**Run 1: signal wires on met3**

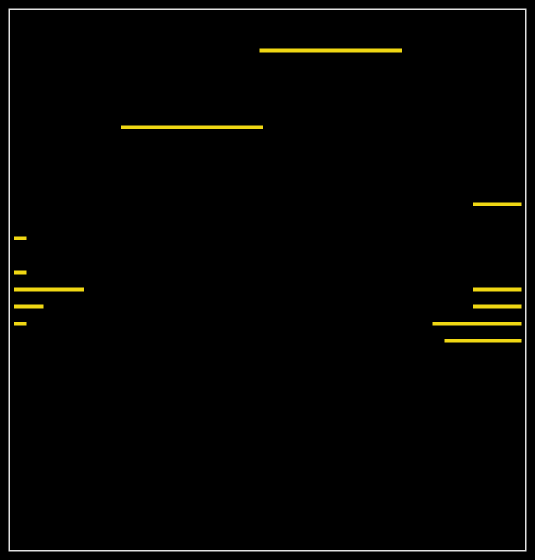
**Run 1: wires at chosen ports, followed through buffers**

Scale bar: 10 µm.
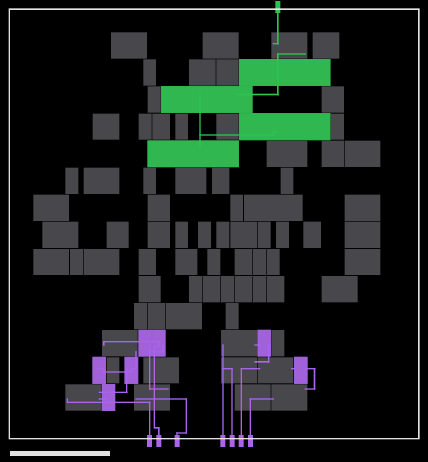
**Run 1: selected gate families**

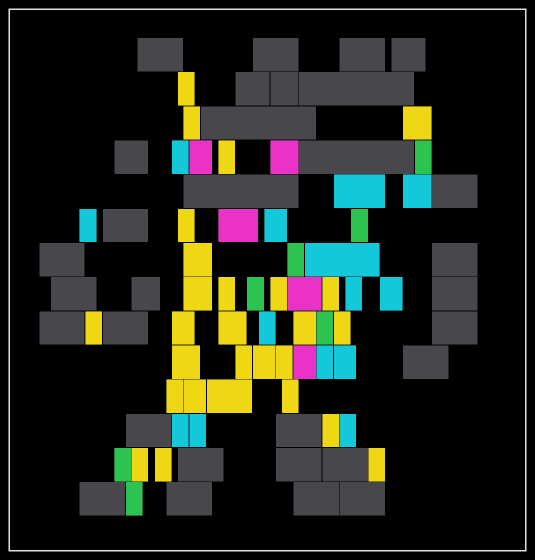
--- config.mk ---
export PLATFORM = sky130hd
export DESIGN_NAME = sha256_ctrl_fsm
export DESIGN_NICKNAME = d
export VERILOG_FILES = /design/src/rtl/sha256_pkg.sv /design/src/rtl/sha256_ctrl_fsm.sv
export SDC_FILE = /design/constraint.sdc
export NUM_CORES = 1
export LEC_CHECK = 0
export ABC_AREA = 1
export CAP_MARGIN = 10
export CORE_AREA = 2 2 39 41
export CTS_CLUSTER_DIAMETER = 100
export DETAILED_ROUTE_END_ITERATION = 8
export DIE_AREA = 0 0 41 43
export GPL_TIMING_DRIVEN = 0
export SYNTH_ARGS = -nofsm -noshare
export SYNTH_HDL_FRONTEND = slang
export SYNTH_SLANG_ARGS = --single-unit
export TNS_END_PERCENT = 100
--- constraint.sdc ---
create_clock -name i_clk -period 2.8 [get_ports i_clk]
set_input_delay 0.28 -clock i_clk [delete_from_list [all_inputs] [get_ports i_clk]]
set_output_delay 0.28 -clock i_clk [all_outputs]
set_load 0.03 [all_outputs]
--- src/rtl/sha256_pkg.sv ---
// Shared SHA-256 definitions: control FSM state encoding and block/round sizes.
package sha256_pkg;

  localparam int NUM_WORDS  = 16;
  localparam int NUM_ROUNDS = 64;

  localparam logic [6:0] J_LAST_WORD  = 7'(NUM_WORDS - 1);
  localparam logic [6:0] J_LAST_ROUND = 7'(NUM_ROUNDS - 1);

  typedef enum logic [2:0] {
    S_IDLE   = 3'd0,
    S_LOAD   = 3'd1,
    S_ROUND  = 3'd2,
    S_UPDATE = 3'd3,
    S_DONE   = 3'd4
  } state_e;

endpackage

--- src/rtl/sha256_ctrl_fsm.sv ---
// SHA-256 block sequencer: loads 16 message words, runs 64 rounds, folds the
// result into H, and pulses done after the final block of a message.
module sha256_ctrl_fsm
  import sha256_pkg::*;
(
  input  logic       i_clk,
  input  logic       i_rst,
  input  logic       start,
  input  logic       first_block,
  input  logic       last_block,
  input  logic       i_valid,
  input  logic       abort,
  input  logic [6:0] j,
  output logic       in_ready,
  output logic       load_w,
  output logic       clr_j,
  output logic       cnt_j_en,
  output logic       init_hash,
  output logic       round_en,
  output logic       update_hash,
  output logic       busy,
  output logic       done
);

  state_e state_q, state_d;
  logic   last_q,  last_d;

  always_ff @(posedge i_clk or negedge i_rst) begin
    if (!i_rst) begin
      state_q <= S_IDLE;
      last_q  <= 1'b0;
    end else begin
      state_q <= state_d;
      last_q  <= last_d;
    end
  end

  assign busy = (state_q != S_IDLE);

  always_comb begin
    state_d     = state_q;
    last_d      = last_q;
    in_ready    = 1'b0;
    load_w      = 1'b0;
    clr_j       = 1'b0;
    cnt_j_en    = 1'b0;
    init_hash   = 1'b0;
    round_en    = 1'b0;
    update_hash = 1'b0;
    done        = 1'b0;

    // Abort wins over everything once a message is in flight.
    if (state_q != S_IDLE && abort) begin
      clr_j   = 1'b1;
      state_d = S_IDLE;
    end else begin
      unique case (state_q)
        S_IDLE: begin
          if (start) begin
            clr_j     = 1'b1;
            init_hash = first_block;
            state_d   = S_LOAD;
          end
        end
        S_LOAD: begin
          in_ready = 1'b1;
          if (i_valid) begin
            load_w = 1'b1;
            if (j == J_LAST_WORD) begin
              clr_j   = 1'b1;
              last_d  = last_block;
              state_d = S_ROUND;
            end else begin
              cnt_j_en = 1'b1;
            end
          end
        end
        S_ROUND: begin
          round_en = 1'b1;
          if (j == J_LAST_ROUND) begin
            clr_j   = 1'b1;
            state_d = S_UPDATE;
          end else begin
            cnt_j_en = 1'b1;
          end
        end
        // j was cleared leaving ROUND, so a following block starts at word 0.
        S_UPDATE: begin
          update_hash = 1'b1;
          state_d     = last_q ? S_DONE : S_LOAD;
        end
        S_DONE: begin
          done    = 1'b1;
          state_d = S_IDLE;
        end
        default: state_d = S_IDLE;
      endcase
    end
  end

endmodule

==> out/metrics.csv, run 1 <==
stage;metric;value;unit
synthesis;ys_seq_share;26.67;%
synthesis;postSynthCellCount;59;
floorplan;rows;14;
route;wire_per_inst;9.300;µm
route;drc;0;
synthesis;ys.flops;4;
cts;cts_setup_buffers;0;
global_route;grt_pass1_vias;404;
global_route;antenna_found_initial;0;
synthesis;floorplan.nets;73;
floorplan;pin_count;23;
placement;place_area;615.6;µm²
worst_hold_path;hp-class;in -> async;
final_timing;fmax;428.0;MHz
synthesis;edf_count;0;
floorplan;dieArea;1763;µm²
final_timing;slew_headroom;76.58;%
global_route;grt_max_degree;8;
final_timing;worst_pin_slew;349.9;ps
flow_run;cap_violations;0;
final_timing;skew;1.437;ps
synthesis;yosys_cells;59;
setup_path;reg2reg_from;state_q[2]$_DFFE_PN0P_;
synthesis;ys.flop_type;dfrtp_1;
final_timing;setup_viol;0;
cts;root_buffer;clkbuf_4;
setup_path;worstPathMaxFanout;6;
finish;fin_nets;100;
cts;cts_tree;yes;
placement;port_buffers;22;
synthesis;postSynth.asyncResetShare;100.0;%
setup_path;path_class;in -> out;
final_timing;rsz0062_at_grt;false;
final_timing;post-route-period-util;83.44;%
synthesis;synth_dominant_cell_count;nand2_1;
cts;cts.sinks;4;
final_timing;whs;251.4;ps
cts;numCtsBuffers;3;
synthesis;synth_area_per_cell;6.362;µm²
synthesis;yosys_area;375.4;µm²
floorplan;fp.coreArea;1384;µm²
finish;logic_area;249.0;µm²
floorplan;die_w;41;µm
setup_path;critPathLaunchType;input pin;
route;dr.first_iter.drc_count;7;
setup_path;r2r_cells;5;
finish;finish.instance_area;638.1;µm²
pwr;p_leak;0.2857;nW
final_timing;setup_tns;0;ps
setup_path;cp_data_required_time;2520;ps
cts;clkTransAtPathRegs;40;ps
final_timing;finalHoldViolations;0;
pwr;ir_worst_vdd;0.4285;mV
synthesis;synth_cell_types;20;
run_status;status;complete, no violations;
-- 'signal wires on met3' (at the start) --
main direction: horizontal
share of all routed wire: 5.9%
wire length on this layer: 54.9 µm
nets with wire on the layer: 11
longest straight run: 11.0 µm

-- 'wires at chosen ports, followed through buffers' (at the start) --
[i_rst] green | bits: 1 | direction: input | end cells: 4 | buffers: 1 | wire: 28.2 µm
[j] purple | bits: 7 | direction: input | end cells: 7 | buffers: 7 | wire: 96.7 µm

-- 'selected gate families' (at the start) --
[nand cells] yellow | cells: 27
[inv cells] green | cells: 7
[nor cells] cyan | cells: 14
[aoi and oai cells] magenta | cells: 5

run 1: state kept, by name, summed over array words and instances (netlist names):
| signal | count |
|---|---|
| last_q | 1 |
| state_q | 3 |
run 1: worst max-delay path by stage:
stage	start	endpoint	slack [ps]	depth (start not counted)
after floorplan	state_q[2]$_DFFE_PN0P_	cnt_j_en	590	5
after global placement	abort	cnt_j_en	500	5
after detailed placement	abort	cnt_j_en	460	5
after CTS	abort	cnt_j_en	450	5
after global routing	j[1]	clr_j	340	6
final	abort	cnt_j_en	460	5
run 1: routing by layer:
metal | share of wire, % | GRT usage, % | wire (µm) | vias to the layer above
met2 | 46 | 19.38 | 428 | 14
li1 | - | - | - | 243
met4 | 0 | 2.000 | 0 | 0
met1 | 48 | 16.67 | 447 | 192
met5 | 0 | 0 | 0 | -
met3 | 5.8 | 4.712 | 54 | 0
run 1: worst max-delay path: stages:
cell and delay, ps:
clkdlybuf4s50_1 560, nor3_1 290, nor2_1 100, a21oi_1 140
clkdlybuf4s50_1 680
run 1: per-stage QoR:
step                      setup slack (ps)  instances
final                                463.7        100
after global routing                 344.0        100
after CTS                            454.7        100
after detailed placement             457.4         97
after global placement               498.9         97
after floorplan                      593.4         59
run 1: layout by cell type (no fill, tap or decap):
cell type         n
o21ai_2           1
nand3_2           1
nand2_2           3
or2_2             1
clkdlybuf4s50_1  22
nand4_1           2
nand3_1           4
o21bai_1          1
inv_2             1
inv_1             6
dfrtp_1           4
nor4_1            1
clkbuf_4          3
nor3_1            3
nor2_1            8
o21ai_0           1
and2_1            1
nor3_4            1
nand2_1          17
nor2_4            1
a21oi_1           1
o22ai_1           1
run 1: power breakdown:
part | switching, W | leakage [nW] | internal, W
registers | 0.0000237 | 0.0528 | 0.0000723
clock network | 0.0000223 | 0.0138 | 0.0000479
logic | 0.000182 | 0.219 | 0.000127
total | 0.000228 | 0.286 | 0.000247
run 1: kinds of logic (layout without fill, tap and decap cells):
| family | Yosys count | count (layout) | synth area share, % |
|---|---|---|---|
| simple gates | 43 | 43 | 57.67 |
| compound gates | 5 | 5 | 8.666 |
| buf+inv | 7 | 32 | 6.999 |
| flops | 4 | 4 | 26.67 |
run 1: cell type report:
type                    count  area share, %
repair buffers             22          34.51
well taps                  16          3.137
multi-input cells          48          39.02
inverters                   7          4.118
flip-flops and latches      4          15.69
clock buffers               3          3.529
==> inputs of run 2 (changes only) <==
Settings changed: PLACE_DENSITY set to 0.66.
Clock period 2.8 ns to 2.13 ns, I/O delays scaled along.
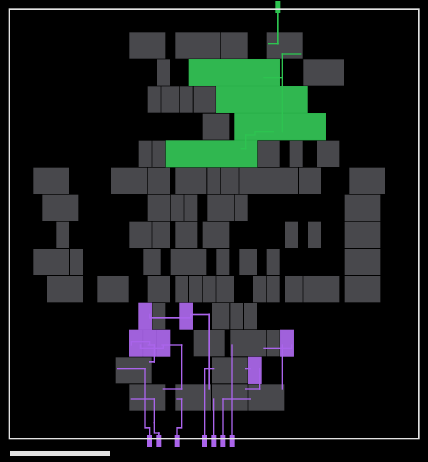
**Above:** run 2 (wires at chosen ports, followed through buffers).
Scale bar: 10 µm.
[j] purple | bits: 7 | direction: input | end cells: 7 | buffers: 7 | wire: 89.1 µm
[i_rst] green | bits: 1 | direction: input | end cells: 4 | buffers: 1 | wire: 20.5 µm

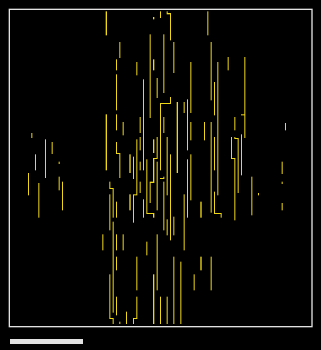
**Above:** run 2 (met2 routing).
Scale bar: 10 µm.
nets with wire on the layer: 82
share of all routed wire: 48%
wire length on this layer: 450 µm
main direction: vertical
longest straight run: 18.0 µm

==> run 2 against run 1 <==
Hold slack worse by 72 ps. Combinational power increased by about 30%. Register-to-register slack worse by 680 ps. Die area stayed put. Clock skew rose by 2.5 ps. Clock power rose by about 30%. Sequential power rose by 33%. First-iteration DRC count increased by 14%. Core utilization rose by 0.36 points. Synthesized cell count did not move. Cell area increased by 0.78%. Wire length increased by 0.22%.
==> out/metrics.csv, run 2 <==
stage;metric;value;unit
run_status;status;complete, no violations;
placement;port_buffers;22;
synthesis;synth_warnings;0;
route;drc;0;
setup_path;worst_setup_path_end_kind;primary output;
setup_path;worst-path-buf-inv;2;
final_timing;fmax;509.0;MHz
pwr;ir_worst_vdd;0.5064;mV
floorplan;fp.coreArea;1384;µm²
cts;numCtsBuffers;3;
setup_path;r2r_cells;5;
final_timing;worst_pin_slew;346.4;ps
floorplan;rows;14;
global_route;grt_max_degree;8;
synthesis;ys_seq_share;26.67;%
setup_path;critPathLaunchType;flip-flop;
setup_path;slowest_stage;clkdlybuf4s50_1;
synthesis;yosys_area;375.4;µm²
finish;regMostFlops;state_q;
finish;drive_gt1_share;15.48;%
setup_path;cp_data_required_time;1920;ps
setup_path;slowest_delay;700;ps
pwr;combPwrFrac;64.6;%
synthesis;postSynth.asyncResetShare;100.0;%
finish;lay_top_cells;clkdlybuf4s50_1 (19), nand2_1 (17), nor2_1 (8);
synthesis;synth_area_per_cell;6.362;µm²
synthesis;syn_area;375.4;µm²
pwr;p_switching;0.0003055;W
synthesis;synth_dominant_cell_count;nand2_1;
synthesis;edf_count;0;
global_route;grt_usage;13.02;%
cts;cts.sinks;4;
worst_hold_path;hp-class;in -> async;
synthesis;synth_cell_types;20;
final_timing;finalHoldViolations;0;
synthesis;yosysTopAreaCell;dfrtp_1;
final_timing;slew_headroom;76.82;%
finish;antenna_cells;0;
finish;layout.cells.most_common;clkdlybuf4s50_1;
pwr;p_int;0.0003152;W
floorplan;dieArea;1763;µm²
final_timing;rsz0062_at_grt;false;
cts;clkTransAtPathRegs;40;ps
route;wire_per_inst;9.320;µm
finish;fin_nets;100;
setup_path;reg2reg_from;state_q[0]$_DFFE_PN0P_;
finish;reg_top3;state_q: 3 flops, last_q: 1 flops;
setup_path;path_class;reg -> out;
final_timing;post-route-period-util;92.23;%
global_route;antenna_found_initial;0;
placement;placedCellCount;97;
pwr;p_seq_share;20.6;%
flow_run;cap_violations;0;
synthesis;floorplan.nets;73;
finish;area_delta_synth_final;71.33;%
pwr;p_leak;0.3110;nW
pwr;power_frac_clock;14.8;%
floorplan;pin_count;23;
cts;cts_tree;yes;
synthesis;ys.flop_type;dfrtp_1;
final_timing;setup_viol;0;
final_timing;period_needed;1965;ps
setup_path;cp_cell_sequence;inv_2 > nor3_4 > clkdlybuf4s50_1;
finish;finalNonFillerCells;100;
global_route;grt_pass1_vias;437;
synthesis;ys.flops;4;
synthesis;synth.area.top_cells;dfrtp_1 (27%), nand2_1 (17%), nor2_1 (8.0%), inv_1 (6.0%), nand3_1 (5.3%);
setup_path;worstPathMaxFanout;7;
route;ant_nets;0;
route;dr.first_iter.drc_count;8;
floorplan;die_w;41;µm
finish;largest_reg_flops;3;
cts;cts_setup_buffers;0;
synthesis;postSynthCellCount;59;
pwr;switching_share;49.22;%
final_timing;skew;3.963;ps
cts;root_buffer;clkbuf_4;
final_timing;setup_tns;0;ps
synthesis;yosys_cells;59;
setup_path;crit_family;buffers and inverters;
[run 2: cell counts after synthesis]
Identical to the previous run, type by type.
[run 2: cell type report]
class / instances / area [µm²] / share of cell area [%]
multi-input cells: 48 / 254.0 / 39.49
inverters: 7 / 26.28 / 4.086
repair buffers: 22 / 220.2 / 34.24
clock buffers: 3 / 22.52 / 3.502
flip-flops and latches: 4 / 100.1 / 15.56
well taps: 16 / 20.02 / 3.113
[run 2: timing repair]
| item | in CTS | in global routing |
|---|---|---|
| hold buffers | 0 | 0 |
| resized | 2 | 1 |
| setup endpoints to repair | 2 | 1 |
[run 2: kinds of logic (layout without fill, tap and decap cells)]
logic type,after synthesis,count (layout),synth area share (%)
flops,4,4,26.67
compound gates,5,5,8.666
buf+inv,7,32,6.999
simple gates,43,43,57.67
[run 2: per-layer routing]
layer / global-route usage (%) / wire length (µm) / up-vias
met4: 8.667 / 8 / 0
li1: - / - / 246
met1: 16.67 / 429 / 203
met5: 0 / 0 / -
met2: 19.38 / 450 / 14
met3: 1.571 / 44 / 2
[run 2: how the worst max path moves through the flow]
stage                           start          end  depth (start not counted)
4_1_cts        state_q[0]$_DFFE_PN0P_  update_hash                          3
2_1_floorplan  state_q[2]$_DFFE_PN0P_     cnt_j_en                          5
3_5_place_dp                    abort     cnt_j_en                          5
6_report       state_q[0]$_DFFE_PN0P_     in_ready                          3
5_1_grt        state_q[2]$_DFFE_PN0P_     in_ready                          4
3_3_place_gp                    abort     cnt_j_en                          5
[run 2: power by group through the flow]
stage	sequential, W	combinational, W	clock (W)
6_report	0.000128	0.000401	0.0000916
2_1_floorplan	0.000122	0.000271	0
4_1_cts	0.000128	0.000404	0.0000951
5_1_grt	0.000131	0.000438	0.000107
3_5_place_dp	0.000127	0.000412	0
3_3_place_gp	0.000127	0.000407	0
[run 2: worst register-to-register path: stages (launching register included)]
cell,delay (ps)
dfrtp_1,460
inv_2,150
nand2_2,100
or2_2,290
nand2_1,70
o21bai_1,60
[run 2: metrics by stage]
step / util, % / instance area, µm² / hold WS (ps) / total power (W) / setup WS [ps]
3_3_place_gp: 44.85 / 620.6 / 427.1 / 0.0005348 / -8.526
2_1_floorplan: - / 380.4 / -82.59 / 0.0003928 / 300.1
5_1_grt: 46.47 / 643.1 / 181.2 / 0.0006755 / 47.42
3_5_place_dp: 44.85 / 620.6 / 426.7 / 0.0005392 / -15.10
4_1_cts: 46.29 / 640.6 / 179.3 / 0.0006267 / 97.19
6_report: 46.47 / 643.1 / 178.9 / 0.0006206 / 165.5
==> inputs of run 3 (changes only) <==
Settings changed: CORE_AREA 2 2 39 41 to 3 3 40 42, DIE_AREA 0 0 41 43 to 0 0 43 45.
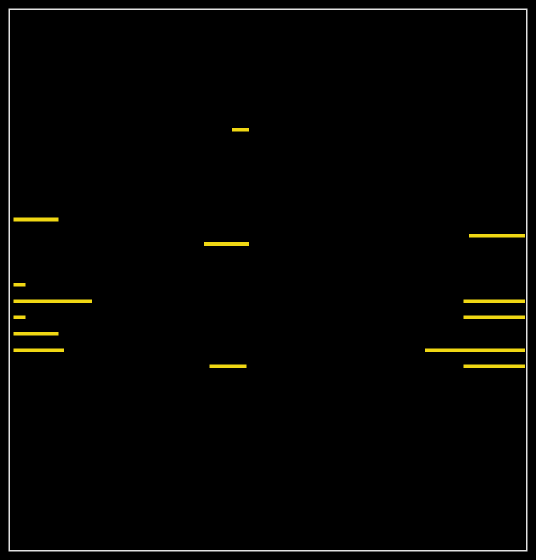
**Above:** run 3 (signal wires on met3).
share of all routed wire: 5.4%
wire length on this layer: 52.7 µm
longest straight run: 8.10 µm
main direction: horizontal

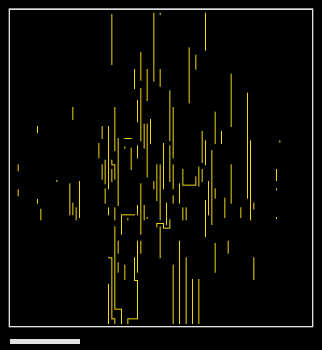
**Above:** run 3 (met2 routing).
Scale bar: 10 µm.
share of all routed wire: 42%
nets with wire on the layer: 78
wire length on this layer: 412 µm

==> run 3 against run 2 <==
Worst setup slack lost 52 ps. Synthesized cell count is the same. Critical path depth is the same. Core utilization grew 3.5 points. Final cell count shrank 1.0%. Total power grew 0.40%. Largest power group unchanged. Highest routed layer unchanged.
==> out/metrics.csv, run 3 <==
stage;metric;value;unit
setup_path;critPathLaunchType;flip-flop;
synthesis;synth.area.top_cells;dfrtp_1 (27%), nand2_1 (17%), nor2_1 (8.0%), inv_1 (6.0%), nand3_1 (5.3%);
global_route;grt_usage;10.69;%
route;drc;0;
placement;place_area;619.3;µm²
synthesis;synth_compound_gate_area_share;8.667;%
pwr;p_leak;0.2930;nW
route;wire_per_inst;9.859;µm
global_route;grt_util_met1;14.84;%
floorplan;fp.coreArea;1285;µm²
global_route;grt_use_met2;16.47;%
setup_path;r2r_cells;5;
finish;area_delta_synth_final;71.00;%
cts;cts-resized-gates;3;
floorplan;dieArea;1935;µm²
final_timing;final.setup.worst_slack;113.3;ps
synthesis;synth_warnings;0;
synthesis;xor_area_share;0;%
final_timing;finalHoldViolations;0;
floorplan;die_w;43;µm
final_timing;setup_viol;0;
finish;layout.cells.most_common;clkdlybuf4s50_1;
route;ant_nets;0;
synthesis;yosysTopAreaCell;dfrtp_1;
floorplan;pin_count;23;
cts;clkTransAtPathRegs;40;ps
cts;cts_tree;yes;
cts;cts.sinks;4;
synthesis;ys.flops;4;
finish;drive_gt1_share;16.67;%
run_status;status;complete, no violations;
worst_hold_path;hp-class;in -> async;
final_timing;slew_headroom;77.18;%
placement;port_buffers;22;
synthesis;synth_cell_types;20;
pwr;ir_worst_vdd;0.4861;mV
finish;largest_reg_flops;3;
global_route;antenna_found_initial;0;
finish;reg_top3;state_q: 3 flops, last_q: 1 flops;
synthesis;synthTopLogicFamily;simple AND/OR/NAND/NOR gates;
cts;ctsHoldBuffers;0;
synthesis;simple_gate_share;57.67;%
synthesis;adder_share;0;%
## run 3: netlist changes by cell type in the layout (fill, tap and decap cells not counted)
cell / before / now
clkdlybuf4s50_1: 19 / 20
nor2_1: 8 / 7
dlymetal6s2s_1: 1 / 0
nor2_2: 0 / 1
## run 3: area by class of cell
class,instances,area (µm²)
Timing Repair Buffer,22,217.7
Fill cell,142,643.1
Inverter,7,26.28
Clock buffer,3,22.52
Multi-Input combinational cell,48,256.5
Sequential cell,4,100.1
Tap cell,15,18.77
## run 3: worst max-delay path: stages, from the launching register on
cell and delay [ps]:
dfrtp_1 490, inv_2 120, nor3_1 250, clkdlybuf4s50_1 710
## run 3: cell families after synthesis
family                 after synthesis
buffers and inverters                7
AOI/OAI and AO/OA                    5
and+or+nand+nor                     43
DFF                                  4
## run 3: worst max-delay path by stage
stage	startpoint	to	slack [ps]
final	state_q[0]$_DFFE_PN0P_	update_hash	110
after global placement	abort	cnt_j_en	-30
after CTS	state_q[0]$_DFFE_PN0P_	update_hash	110
after floorplan	state_q[2]$_DFFE_PN0P_	cnt_j_en	300
after global routing	state_q[0]$_DFFE_PN0P_	update_hash	30
after detailed placement	abort	cnt_j_en	-20
## run 3: metrics by stage
step,util (%),std cells
6_report,49.95,99
5_1_grt,49.95,99
4_1_cts,49.95,99
3_5_place_dp,48.20,96
3_3_place_gp,48.20,96
2_1_floorplan,-,59
## run 3: per-layer routing
metal  wire length [µm]  part of all wire (%)
met1                502                    51
met2                411                    42
met3                 52                   5.3
met4                  9                  0.92
met5                  0                     0
## run 3: power breakdown
group	internal, W	total (W)	switching (W)
logic	0.000158	0.000400	0.000242
clock network	0.0000630	0.0000943	0.0000313
registers	0.0000950	0.000129	0.0000343

==> notes/layouts.md <==
Pictures saved along the way, in no particular order.

Track usage over the die.
panel A
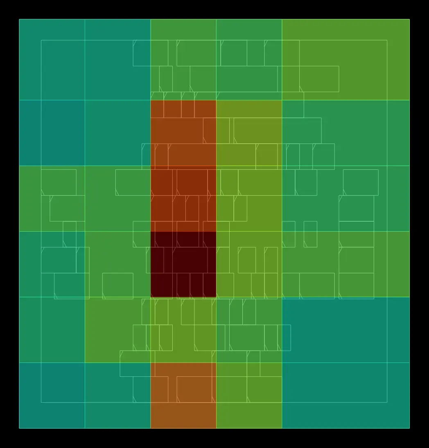
panel B
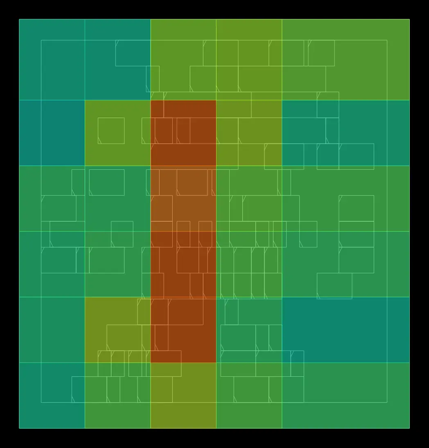
panel C
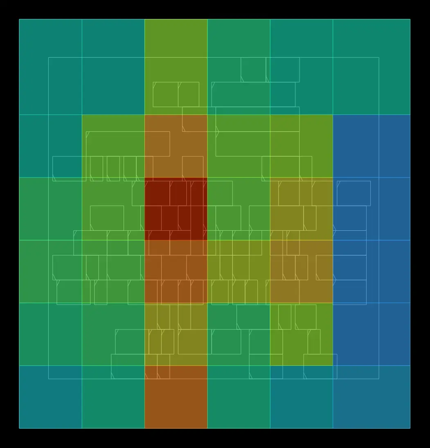
Run 1 is panel B.
Run 2 is panel A.
Run 3 is panel C.
The one with the lowest track usage is panel C.

Power and IR drop assume default switching activity.
